<file path="src/rtl/rr_arb_mux.sv">
// rr_arb_mux: N-channel, W-bit registered multiplexer with valid/ready
// handshakes on every input channel and a one-entry output register.
//
// Two selection modes:
//   mode_i = 0 : fixed select, channel sel_i is granted when it is valid.
//   mode_i = 1 : round-robin, the search starts just after the last
//                round-robin winner (rr_ptr_q) and wraps modulo CHANNELS.
//
// Ports:
//   clk_i        rising-edge clock
//   rst_i        asynchronous, active-high reset
//   in_data_i    packed channel words, channel i at [i*WIDTH +: WIDTH]
//   in_valid_i   per-channel valid
//   in_ready_o   per-channel accept strobe (one-hot or zero), combinational
//   mode_i       0 = fixed select, 1 = round-robin
//   sel_i        channel index used in fixed-select mode
//   out_data_o   registered output word
//   out_valid_o  output register holds a valid word
//   out_ready_i  consumer takes the output word this cycle
//   out_chan_o   source channel of out_data_o
module rr_arb_mux #(
   parameter int WIDTH    = 8,
   parameter int CHANNELS = 4,
   parameter int SEL_W    = 2
) (
   input  logic                      clk_i,
   input  logic                      rst_i,
   input  logic [CHANNELS*WIDTH-1:0] in_data_i,
   input  logic [CHANNELS-1:0]       in_valid_i,
   output logic [CHANNELS-1:0]       in_ready_o,
   input  logic                      mode_i,
   input  logic [SEL_W-1:0]          sel_i,
   output logic [WIDTH-1:0]          out_data_o,
   output logic                      out_valid_o,
   input  logic                      out_ready_i,
   output logic [SEL_W-1:0]          out_chan_o
);

   typedef enum logic {
      ST_EMPTY = 1'b0,
      ST_FULL  = 1'b1
   } state_t;

   state_t             state_q, state_d;
   logic [WIDTH-1:0]   data_q,  data_d;
   logic [SEL_W-1:0]   chan_q,  chan_d;
   logic [SEL_W-1:0]   rr_ptr_q, rr_ptr_d;

   logic               grant_vld_s;
   logic [SEL_W-1:0]   grant_idx_s;
   logic               can_accept_s;
   logic               xfer_s;
   logic [WIDTH-1:0]   grant_word_s;

   // Channel index reached by stepping 'step' positions past 'ptr', modulo CHANNELS.
   function automatic logic [SEL_W-1:0] rr_index(input logic [SEL_W-1:0] ptr, input int step);
      int unsigned idx;
      idx = (int'(ptr) + step) % CHANNELS;
      return idx[SEL_W-1:0];
   endfunction

   // Grant decision: fixed select or first requester after rr_ptr_q.
   always_comb begin
      logic [SEL_W-1:0] cand;
      grant_vld_s = 1'b0;
      grant_idx_s = '0;
      cand        = '0;
      if (mode_i == 1'b0) begin
         // An out-of-range sel (non power-of-two CHANNELS) never grants.
         if (int'(sel_i) < CHANNELS) begin
            if (in_valid_i[sel_i]) begin
               grant_vld_s = 1'b1;
               grant_idx_s = sel_i;
            end else begin
               grant_vld_s = 1'b0;
            end
         end else begin
            grant_vld_s = 1'b0;
         end
      end else begin
         for (int k = 1; k <= CHANNELS; k++) begin
            cand = rr_index(rr_ptr_q, k);
            if (!grant_vld_s && in_valid_i[cand]) begin
               grant_vld_s = 1'b1;
               grant_idx_s = cand;
            end else begin
               grant_vld_s = grant_vld_s;
            end
         end
      end
   end

   // The output register can take a word when empty or when being drained this cycle.
   always_comb begin
      can_accept_s = (state_q == ST_EMPTY) || out_ready_i;
      xfer_s       = can_accept_s && grant_vld_s;
      grant_word_s = in_data_i[int'(grant_idx_s)*WIDTH +: WIDTH];
   end

   // One-hot accept strobe towards the granted producer.
   always_comb begin
      in_ready_o = '0;
      if (xfer_s) begin
         in_ready_o[grant_idx_s] = 1'b1;
      end else begin
         in_ready_o = '0;
      end
   end

   // Output register next state: load on transfer, drop valid on a drain without refill.
   always_comb begin
      state_d  = state_q;
      data_d   = data_q;
      chan_d   = chan_q;
      rr_ptr_d = rr_ptr_q;
      case (state_q)
         ST_EMPTY: begin
            if (xfer_s) begin
               state_d = ST_FULL;
               data_d  = grant_word_s;
               chan_d  = grant_idx_s;
            end else begin
               state_d = ST_EMPTY;
            end
         end
         ST_FULL: begin
            if (xfer_s) begin
               state_d = ST_FULL;
               data_d  = grant_word_s;
               chan_d  = grant_idx_s;
            end else if (out_ready_i) begin
               state_d = ST_EMPTY;
            end else begin
               state_d = ST_FULL;
            end
         end
         default: begin
            state_d = ST_EMPTY;
         end
      endcase
      // Only round-robin transfers advance the fairness pointer.
      if (xfer_s && mode_i) begin
         rr_ptr_d = grant_idx_s;
      end else begin
         rr_ptr_d = rr_ptr_q;
      end
   end

   // State, data and pointer registers.
   always_ff @(posedge clk_i or posedge rst_i) begin
      if (rst_i) begin
         state_q  <= ST_EMPTY;
         data_q   <= '0;
         chan_q   <= '0;
         rr_ptr_q <= SEL_W'(CHANNELS - 1);
      end else begin
         state_q  <= state_d;
         data_q   <= data_d;
         chan_q   <= chan_d;
         rr_ptr_q <= rr_ptr_d;
      end
   end

   assign out_valid_o = (state_q == ST_FULL);
   assign out_data_o  = data_q;
   assign out_chan_o  = chan_q;

endmodule

</file>
<file path="config.mk">
export PLATFORM = sky130hd
export DESIGN_NAME = rr_arb_mux
export DESIGN_NICKNAME = d
export VERILOG_FILES = /design/src/rtl/rr_arb_mux.sv
export SDC_FILE = /design/constraint.sdc
export NUM_CORES = 1
export LEC_CHECK = 0
export ABC_CLOCK_PERIOD_IN_PS = 3500
export CORE_ASPECT_RATIO = 1.75
export CORE_MARGIN = 2
export CORE_UTILIZATION = 40
export DETAILED_ROUTE_END_ITERATION = 7
export GPL_TIMING_DRIVEN = 1
export PLACE_DENSITY = 0.84
export SYNTH_ARGS = -nofsm -noshare
export SYNTH_HDL_FRONTEND = slang
export SYNTH_SLANG_ARGS = --single-unit
export TNS_END_PERCENT = 20
</file>
<file path="constraint.sdc">
create_clock -name clk_i -period 3.5 [get_ports clk_i]
set_input_delay 0.35 -clock clk_i [delete_from_list [all_inputs] [get_ports clk_i]]
set_output_delay 0.35 -clock clk_i [all_outputs]
set_load 0.01 [all_outputs]
</file>
**Placement view**

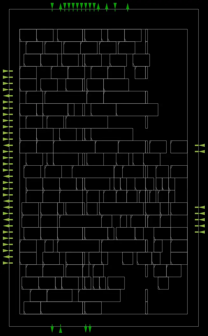
Final Util: 0.6940
TAP cells: 25
Seq area share: 0.2052

==> metrics.yaml <==
worst_setup_path:
  end_kind: "output pin"
  crit_fanout: 7
  worstSetupStartpoint: "mode_i"
  cp.required_ns: 3.15
  cp.arrival_ns: 2.67
  crit_end: "in_ready_o[0]"
floorplanning:
  die_h_um: 69.68
  die_w_um: 41.53
  die-area_um2: 2894
  io-pin-count: 57
outcome:
  status: "finished, final reports clean"
power_and_ir_drop:
  peakVddDrop_uv: 331.9
  internal-power_uw: 497.1
  p_sw_frac: 0.3412
  seqPwrFrac: 0.325
final_layout:
  n_antenna_cell: 0
  comb_share: 0.3751
  nNonClkBuffers: 59
  logic_gates: 76
min_path:
  hp-class: "in2async"
yosys:
  synth_seq_share: 0.3325
  synthesis.nets: 140
  ff_type: "dfrtp_1"
  ys_cells: 98
  synth_warnings: 0
route:
  wirelength_mm: 2.768
  drt_iter0_drc: 19
  viasPerCell: 5.550
  routed.top_layer: "met4"
  detail-route-antenna-nets: 0
  drtPass1Iterations: 4
grt:
  antenna_found_initial: 0
final_timing:
  timing.hold.ws_ns: 0.4293
  slew_headroom: 0.6593
clock_tree:
  holdBufCountCts: 0
**Routed metal, one color a layer**

Drawn at 10 px/µm. Two of the layers only.
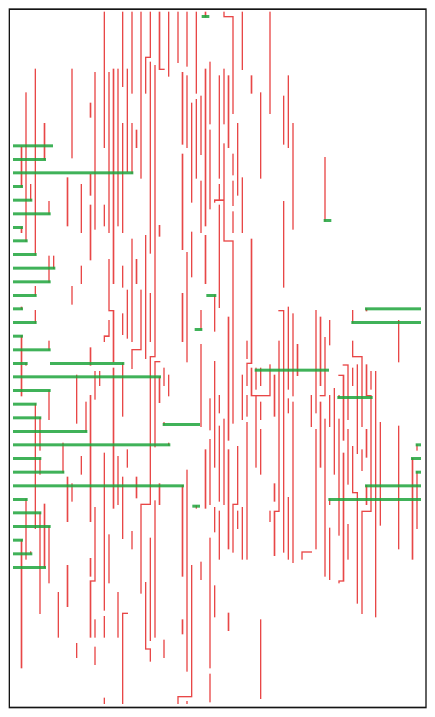
| layer | color | wire length |
|---|---|---|
| metal 2 | red | 1520 µm |
| metal 3 | green | 177 µm |

## critical path, stage by stage
cell	delay (ns)
clkdlybuf4s50_1	0.51
nand2b_1	0.23
o22ai_1	0.28
nor2_1	0.10
nor2b_1	0.39
nand2_1	0.13
nor2_1	0.12
clkdlybuf4s50_1	0.56
## power by group through the flow
| stage | clock (µW) | sequential [µW] | combinational, µW |
|---|---|---|---|
| after global routing | 140 | 251 | 408 |
| after global placement | 0 | 244 | 371 |
| after CTS | 133 | 244 | 383 |
| after detailed placement | 0 | 243 | 382 |
| final | 132 | 245 | 378 |
| after floorplan | 0 | 253 | 200 |
## cell families after synthesis
kind of cell	Yosys count	share of synthesized area
flip-flops	13	0.3325
multiplexers	19	0.1942
buffers and inverters	9	0.05964
AND/OR/NAND/NOR	34	0.1751
AND-OR/OR-AND	23	0.2386
No activity file was given, so power comes from the tool's default toggle rates.
